<file path="config.mk">
export PLATFORM = sky130hd
export DESIGN_NAME = kbest_detector_stage
export DESIGN_NICKNAME = d
export VERILOG_FILES = /design/src/rtl/kbest_pkg.sv /design/src/rtl/kbest_insert_sorter.sv /design/src/rtl/kbest_detector_stage.sv
export SDC_FILE = /design/constraint.sdc
export NUM_CORES = 2
export LEC_CHECK = 0
export CAP_MARGIN = 20
export CORE_UTILIZATION = 45
export CTS_BUF_LIST = sky130_fd_sc_hd__clkbuf_4
export CTS_CLUSTER_DIAMETER = 100
export DETAILED_ROUTE_END_ITERATION = 7
export PLACE_DENSITY = 0.65
export SLEW_MARGIN = 20
export SYNTH_ARGS = -nofsm -noshare
export SYNTH_HDL_FRONTEND = slang
export SYNTH_SLANG_ARGS = --single-unit
export TNS_END_PERCENT = 5
</file>
<file path="constraint.sdc">
create_clock -name clk -period 20.2 [get_ports clk]
set_input_delay 4.04 -clock clk [delete_from_list [all_inputs] [get_ports clk]]
set_output_delay 4.04 -clock clk [all_outputs]
set_load 0.01 [all_outputs]
</file>
<file path="src/rtl/kbest_pkg.sv">
// rtl/kbest_pkg.sv - shared constants, FSM encoding and symbol mapping for the K-best stage
//
// Purpose : common definitions imported by the K-best detector stage and its sorter.
// Contents: SYM_W         bits per PAM-4 symbol code
//           PED_SAT_ALL   all-ones word; sliced to WL bits it is the PED saturation value
//           kbest_state_t FSM state encoding (IDLE / EXPAND / DONE)
//           sym_lvl()     PAM-4 code to signed amplitude level
package kbest_pkg;

   localparam int SYM_W = 2;

   localparam logic [63:0] PED_SAT_ALL = '1;

   typedef enum logic [1:0] {
      ST_IDLE   = 2'd0,
      ST_EXPAND = 2'd1,
      ST_DONE   = 2'd2
   } kbest_state_t;

   // Gray-free natural map: 00 -> -3, 01 -> -1, 10 -> +1, 11 -> +3
   function automatic logic signed [2:0] sym_lvl(input logic [SYM_W-1:0] code);
      logic signed [2:0] lvl;
      case (code)
         2'b00:   lvl = -3'sd3;
         2'b01:   lvl = -3'sd1;
         2'b10:   lvl = 3'sd1;
         default: lvl = 3'sd3;
      endcase
      return lvl;
   endfunction

endpackage

</file>
<file path="src/rtl/kbest_insert_sorter.sv">
// rtl/kbest_insert_sorter.sv - K-entry ascending insertion sorter of {valid, PED, PATH}
//
// Purpose : keeps the K lowest-PED candidates seen since the last clear, in ascending order.
//           One candidate may be inserted per clock. Ties keep the earlier candidate first.
// Ports   : clk          clock, rising edge
//           rst          asynchronous active-high reset (clears all entries)
//           clear        synchronous clear of all entries
//           cand_valid   insert cand_ped/cand_path this cycle
//           cand_ped     candidate PED (unsigned, WL bits)
//           cand_path    candidate path (PW bits)
//           sorted_ped   packed PEDs, entry j at [j*WL+:WL], entry 0 lowest
//           sorted_path  packed paths, entry j at [j*PW+:PW]
module kbest_insert_sorter #(
   parameter int K  = 4,
   parameter int WL = 16,
   parameter int PW = 4
) (
   input  logic              clk,
   input  logic              rst,
   input  logic              clear,
   input  logic              cand_valid,
   input  logic [WL-1:0]     cand_ped,
   input  logic [PW-1:0]     cand_path,
   output logic [K*WL-1:0]   sorted_ped,
   output logic [K*PW-1:0]   sorted_path
);
   import kbest_pkg::*;

   localparam logic [WL-1:0] PED_CLR = PED_SAT_ALL[WL-1:0];

   logic [K-1:0]  ent_v;
   logic [WL-1:0] ent_ped  [K];
   logic [PW-1:0] ent_path [K];

   // Value each entry would take if everything shifts down by one
   logic [K-1:0]  up_v;
   logic [WL-1:0] up_ped  [K];
   logic [PW-1:0] up_path [K];

   logic [K-1:0]  gt;
   logic [K-1:0]  gt_prev;
   logic [K-1:0]  take_cand;
   logic [K-1:0]  take_up;

   // gt is monotone (all zeros then all ones) because entries stay sorted and
   // invalid entries only ever sit at the tail. Strict '>' lets earlier ties win.
   always_comb begin
      gt = '0;
      for (int j = 0; j < K; j++) begin
         gt[j] = !ent_v[j] || (ent_ped[j] > cand_ped);
      end
   end

   assign gt_prev   = gt << 1;
   assign take_cand = gt & ~gt_prev;
   assign take_up   = gt & gt_prev;
   assign up_v      = (ent_v << 1) | K'(1);

   for (genvar j = 0; j < K; j++) begin : g_ent
      if (j == 0) begin : g_head
         assign up_ped[j]  = cand_ped;
         assign up_path[j] = cand_path;
      end else begin : g_tail
         assign up_ped[j]  = ent_ped[j-1];
         assign up_path[j] = ent_path[j-1];
      end
      assign sorted_ped[j*WL +: WL]  = ent_ped[j];
      assign sorted_path[j*PW +: PW] = ent_path[j];
   end

   always_ff @(posedge clk or posedge rst) begin
      if (rst) begin
         for (int j = 0; j < K; j++) begin
            ent_v[j]    <= 1'b0;
            ent_ped[j]  <= PED_CLR;
            ent_path[j] <= '0;
         end
      end else if (clear) begin
         for (int j = 0; j < K; j++) begin
            ent_v[j]    <= 1'b0;
            ent_ped[j]  <= PED_CLR;
            ent_path[j] <= '0;
         end
      end else if (cand_valid) begin
         for (int j = 0; j < K; j++) begin
            if (take_cand[j]) begin
               ent_v[j]    <= 1'b1;
               ent_ped[j]  <= cand_ped;
               ent_path[j] <= cand_path;
            end else if (take_up[j]) begin
               ent_v[j]    <= up_v[j];
               ent_ped[j]  <= up_ped[j];
               ent_path[j] <= up_path[j];
            end
         end
      end
   end

endmodule

</file>
<file path="src/rtl/kbest_detector_stage.sv">
// rtl/kbest_detector_stage.sv - K-best tree-search stage with valid/ready handshakes
//
// Purpose : latches K parent paths and PEDs, expands each into its 4 PAM-4 children
//           (one child per cycle) and keeps the K lowest-PED children in sorted order.
// Ports   : clk, rst          clock (rising edge), asynchronous active-high reset
//           in_valid/in_ready input bundle handshake
//           Rarr              [0+:WL] diagonal, [(i+1)*WL+:WL] weight of parent symbol i
//           Y                 rotated receive sample for this layer
//           PATH_in           K parent paths, (N-1) symbols each, symbol 0 most recent
//           PED_in            K unsigned parent PEDs
//           out_valid/out_ready output bundle handshake
//           PATH_out          K survivor paths (N symbols each), entry 0 best
//           PED_out           K survivor PEDs, ascending
module kbest_detector_stage #(
   parameter int WL    = 16,
   parameter int FRAC  = 10,
   parameter int K     = 4,
   parameter int N     = 2,
   parameter int SYM_W = kbest_pkg::SYM_W
) (
   input  logic                     clk,
   input  logic                     rst,
   input  logic                     in_valid,
   output logic                     in_ready,
   input  logic [N*WL-1:0]          Rarr,
   input  logic [WL-1:0]            Y,
   input  logic [K*(N-1)*SYM_W-1:0] PATH_in,
   input  logic [K*WL-1:0]          PED_in,
   output logic                     out_valid,
   input  logic                     out_ready,
   output logic [K*N*SYM_W-1:0]     PATH_out,
   output logic [K*WL-1:0]          PED_out
);
   import kbest_pkg::*;

   localparam int EW  = WL + 4;          // error word, wide enough for Y - s - Rdiag*lvl
   localparam int PPW = (N-1)*SYM_W;     // parent path width
   localparam int CPW = N*SYM_W;         // child path width
   localparam int NC  = 4*K;             // candidates per bundle
   localparam int TW  = $clog2(NC);
   localparam logic [WL-1:0] PED_MAX = PED_SAT_ALL[WL-1:0];
   localparam logic [TW-1:0] T_LAST  = TW'(NC-1);

   kbest_state_t state, state_nxt;

   logic          accept;
   logic          last;
   logic          cand_valid;
   logic [TW-1:0] t;

   logic [N*WL-1:0]   rarr_q;
   logic [WL-1:0]     y_q;
   logic [K*PPW-1:0]  path_q;
   logic [K*WL-1:0]   ped_q;

   // ---------------- FSM ----------------
   always_ff @(posedge clk or posedge rst) begin
      if (rst) state <= ST_IDLE;
      else     state <= state_nxt;
   end

   always_comb begin
      state_nxt = state;
      case (state)
         ST_IDLE:   if (accept)    state_nxt = ST_EXPAND;
         ST_EXPAND: if (last)      state_nxt = ST_DONE;
         ST_DONE:   if (out_ready) state_nxt = ST_IDLE;
         default:                  state_nxt = ST_IDLE;
      endcase
   end

   always_comb begin
      in_ready   = 1'b0;
      out_valid  = 1'b0;
      cand_valid = 1'b0;
      case (state)
         ST_IDLE:   in_ready   = 1'b1;
         ST_EXPAND: cand_valid = 1'b1;
         ST_DONE:   out_valid  = 1'b1;
         default:   in_ready   = 1'b0;
      endcase
   end

   assign accept = in_valid && in_ready;
   assign last   = (t == T_LAST);

   // ---------------- input latches and candidate counter ----------------
   always_ff @(posedge clk or posedge rst) begin
      if (rst) begin
         rarr_q <= '0;
         y_q    <= '0;
         path_q <= '0;
         ped_q  <= '0;
         t      <= '0;
      end else if (accept) begin
         rarr_q <= Rarr;
         y_q    <= Y;
         path_q <= PATH_in;
         ped_q  <= PED_in;
         t      <= '0;
      end else if (state == ST_EXPAND) begin
         t <= t + 1'b1;
      end
   end

   // ---------------- PED datapath ----------------
   logic [TW-1:0]    p;
   logic [SYM_W-1:0] c;
   logic [PPW-1:0]   path_p;
   logic [WL-1:0]    ped_p;

   assign p = t >> 2;
   assign c = SYM_W'(t[1:0]);

   always_comb begin
      path_p = '0;
      ped_p  = '0;
      for (int k = 0; k < K; k++) begin
         if (p == TW'(k)) begin
            path_p = path_q[k*PPW +: PPW];
            ped_p  = ped_q[k*WL +: WL];
         end
      end
   end

   function automatic logic signed [EW-1:0] lvl_ext(input logic [SYM_W-1:0] code);
      logic signed [2:0] l;
      l = sym_lvl(code);
      return {{(EW-3){l[2]}}, l};
   endfunction

   logic signed [EW-1:0]   yx, dx, rx, s, e;
   logic signed [2*EW-1:0] e2;
   logic [2*EW-1:0]        esq, dsh;
   logic [WL-1:0]          d, ped_c;
   logic [WL:0]            ped_sum;
   logic [CPW-1:0]         cand_path;

   assign yx = {{(EW-WL){y_q[WL-1]}}, y_q};
   assign dx = {{(EW-WL){rarr_q[WL-1]}}, rarr_q[WL-1:0]};

   always_comb begin
      s  = '0;
      rx = '0;
      // Interference of the already-decided parent symbols
      for (int i = 0; i < N-1; i++) begin
         rx = {{(EW-WL){rarr_q[(i+2)*WL-1]}}, rarr_q[(i+1)*WL +: WL]};
         s  = s + rx * lvl_ext(path_p[i*SYM_W +: SYM_W]);
      end
      e   = yx - s - dx * lvl_ext(c);
      e2  = {{EW{e[EW-1]}}, e};
      esq = $unsigned(e2 * e2);
      dsh = esq >> FRAC;
      d   = (|dsh[2*EW-1:WL]) ? PED_MAX : dsh[WL-1:0];
      ped_sum = {1'b0, ped_p} + {1'b0, d};
      ped_c   = ped_sum[WL] ? PED_MAX : ped_sum[WL-1:0];
   end

   // New symbol lands in symbol 0; older symbols move up one slot
   assign cand_path = {path_p, c};

   kbest_insert_sorter #(
      .K  (K),
      .WL (WL),
      .PW (CPW)
   ) u_sorter (
      .clk         (clk),
      .rst         (rst),
      .clear       (accept),
      .cand_valid  (cand_valid),
      .cand_ped    (ped_c),
      .cand_path   (cand_path),
      .sorted_ped  (PED_out),
      .sorted_path (PATH_out)
   );

endmodule

</file>
The metal 1 layer:
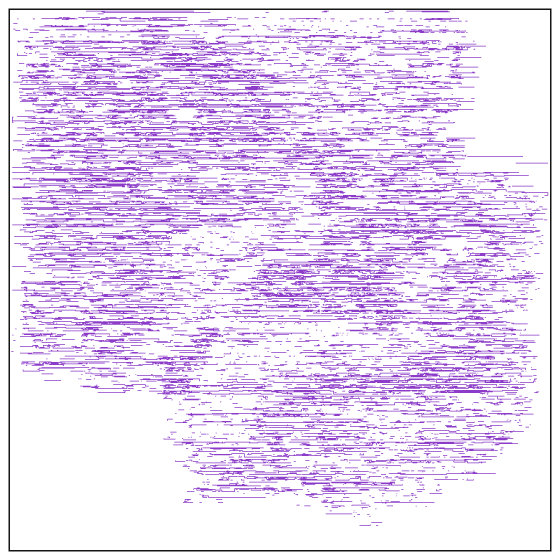
share of all routed wire: 44%
main direction: horizontal
nets with wire on the layer: 3931
longest straight run: 56.6 microns
wire length on this layer: 34.5 mm

Metal 2:
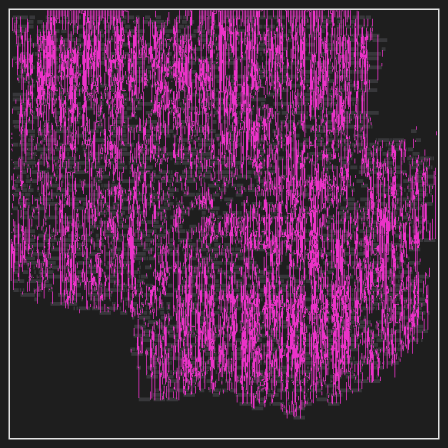
share of all routed wire: 47%
nets with wire on the layer: 3464

Local utilization:
The die is cut into 26 by 26 equal tiles; white is low, dark blue is high, 0 to 100% covered.
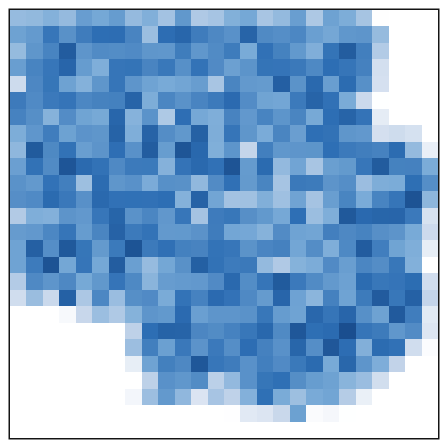
fullest tile: 88%
tiles over 75% full: 11%
mean over tiles: 48%
emptiest ninth of the die: lower left
nearly empty tiles: 18%
Core Region: 63430 sq um
Init Core Util: 45.79%
Util after Layout: 51.66%

==> flow_summary.toml <==
# yosys + openroad results
[die]
io_pins = 206
die_height_microns = 256.0
die_w_microns = 256.0
chipArea_sq_um = 65550

[synth]
yosysWarnings = 0
synthAdderAreaFrac_pct = 42.76
topCellsByArea = "fa_1 (32%), dfrtp_1 (13%), ha_1 (11%), inv_1 (8.1%), nand2_1 (6.7%)"
ff_type = "dfrtp_1"
top_area_share_pct = 32.12
synth_area_sq_um = 29040

[clock_network]
cts_setup_buffers = 0
cts_buffer_depth = 3
clockRootBuffer = "clkbuf_4"
h-tree-depth = 2
cts_hold_buf = 0
cts_resized = 0
clk_latency_ns = 0.77

[run_status]
status = "completed"

[sta]
min_period_ns = 18.98
tns_ns = 0
worstMarginPinSlew_ns = 1.055
slew_viol_final = 0
clock.fmax_mhz = 52.68
rsz0062_at_grt = "no"
finalCritPeriodShare_pct = 93.98

[setup_path]
cpMostUsedCell = "fa_1"
crit_slowest_cell = "nor2_1"
worstPathArrival_ns = 19.62

[run]
maxCapViolCount = 0

[placed_design]
place_congestion = 0.9281
post_dp_cell_area_sq_um = 32050

[grt]
met3_usage_pct = 3.377
grt_max_degree = 139
grt_use_met1_pct = 34.24
use_met2_pct = 40.91
grt-busiest-layer = "met2"

[route]
post_drt_wl_per_cell_microns = 18.53
top_layer = "met4"
drt-total-wl_microns = 79040
antenna_left = 0
drtIter0Drc = 1643
wl_met2_microns = 37330

[final_layout]
final_nets = 4214
instances_no_fill = 4265
Cell outlines without signal wires:
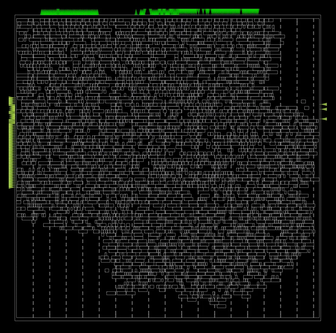
row count: 92
# Taps: 846

Sequential cells coloured by netlist name:
Other sequential cells in the stronger grey, the rest of the logic in the fainter grey.
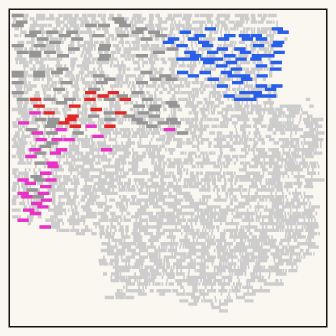
legend:
  u_sorter.sorted_path:
    colour: red
    flops: 16
  rarr_q:
    colour: magenta
    flops: 32
    where: middle left
  ped_q:
    colour: blue
    flops: 64
not coloured: 98
sequential share of cell area: 16.28%
FF/Latch Area: 5335 sq um

-- worst paths after layout --
check / from / endpoint / slack, ns / depth (start not counted)
setup / recovery: t[0]$_DFFE_PP0P_ / u_sorter.sorted_ped[63]$_DFFE_PP1P_ / 1.22 / 62
hold / removal: ped_q[37]$_DFFE_PP0P_ / ped_q[37]$_DFFE_PP0P_ / 0.47 / 2
setup reg to reg: t[0]$_DFFE_PP0P_ / u_sorter.sorted_ped[63]$_DFFE_PP1P_ / 1.22 / 62
hold reg to reg: ped_q[37]$_DFFE_PP0P_ / ped_q[37]$_DFFE_PP0P_ / 0.47 / 2
max in group asynchronous: rst / ped_q[57]$_DFFE_PP0P_ / 14.69 / 3
min in group asynchronous: rst / u_sorter.sorted_path[7]$_DFFE_PP0P_ / 3.91 / 2
-- metrics by stage --
stage                     setup WS, ns  hold slack, ns
after detailed placement         1.243          0.4571
after global placement           1.687          0.4521
after CTS                        1.155          0.4734
after floorplan                  3.971          0.4403
final                            1.217          0.4711
after global routing           0.09178          0.4909
-- tightest hold or removal path: stages, from the launching register on --
cell and delay (ns):
dfrtp_1 0.34, nand2_1 0.05, nand2_1 0.05
-- cells in the mapped netlist (all sizes together) (3+ instances only) --
master	instances
dfstp	64
and3	12
or3	7
and2	22
mux4	18
inv	626
a21o	45
mux2i	49
nand4	40
a211oi	6
or2	12
a31oi	11
mux2	6
dfrtp	146
buf	29
o211ai	12
nor4	24
o31ai	9
xnor2	51
nor3	75
a21oi	119
fa	466
o31a	3
xor2	31
a2111oi	3
a311oi	19
o22ai	3
o2111ai	3
o21a	11
nand2b	12
nand3	27
clkbuf	95
o21ai	85
a31o	4
nor2	218
o41ai	4
ha	246
nand2	517
nor2b	17
nand3b	3
o21bai	7
-- registers in the layout, summed over array words and instances (netlist names) --
register              count
path_q                    8
u_sorter.sorted_ped      64
rarr_q                   32
ped_q                    64
u_sorter.ent_v            4
y_q                      16
t                         4
u_sorter.sorted_path     16
state                     2
-- cells by family after synthesis --
group,Yosys count
AND-OR/OR-AND,369
XOR/XNOR,82
adder cells (fa/ha/maj),713
multiplexers,73
flip-flops,210
buffers and inverters,752
AND/OR/NAND/NOR,995
-- layout by cell type, fill, tap and decap left out, types with 40 or more instances in the layout --
master	synthesis	final
nand2_1	517	516
dfstp_2	64	64
mux2i_1	48	48
o21ai_0	80	80
clkdlybuf4s50_1	0	205
a21o_1	45	45
buf_4	2	45
clkbuf_4	0	88
nor2_1	218	218
inv_1	623	622
nand4_1	40	40
fa_1	466	466
ha_1	246	246
dfrtp_1	146	146
a21oi_1	119	119
nor3_1	74	72
xnor2_1	50	46
-- layout make-up --
class | instances | area, sq um
inverter | 628 | 2365
clock inverter | 9 | 41.29
clock buffer | 88 | 660.6
antenna | 2 | 5.005
fill | 5916 | 30660
sequential | 210 | 5335
multi-input combinational | 2232 | 20910
timing repair buffer | 250 | 2390
tap | 846 | 1059
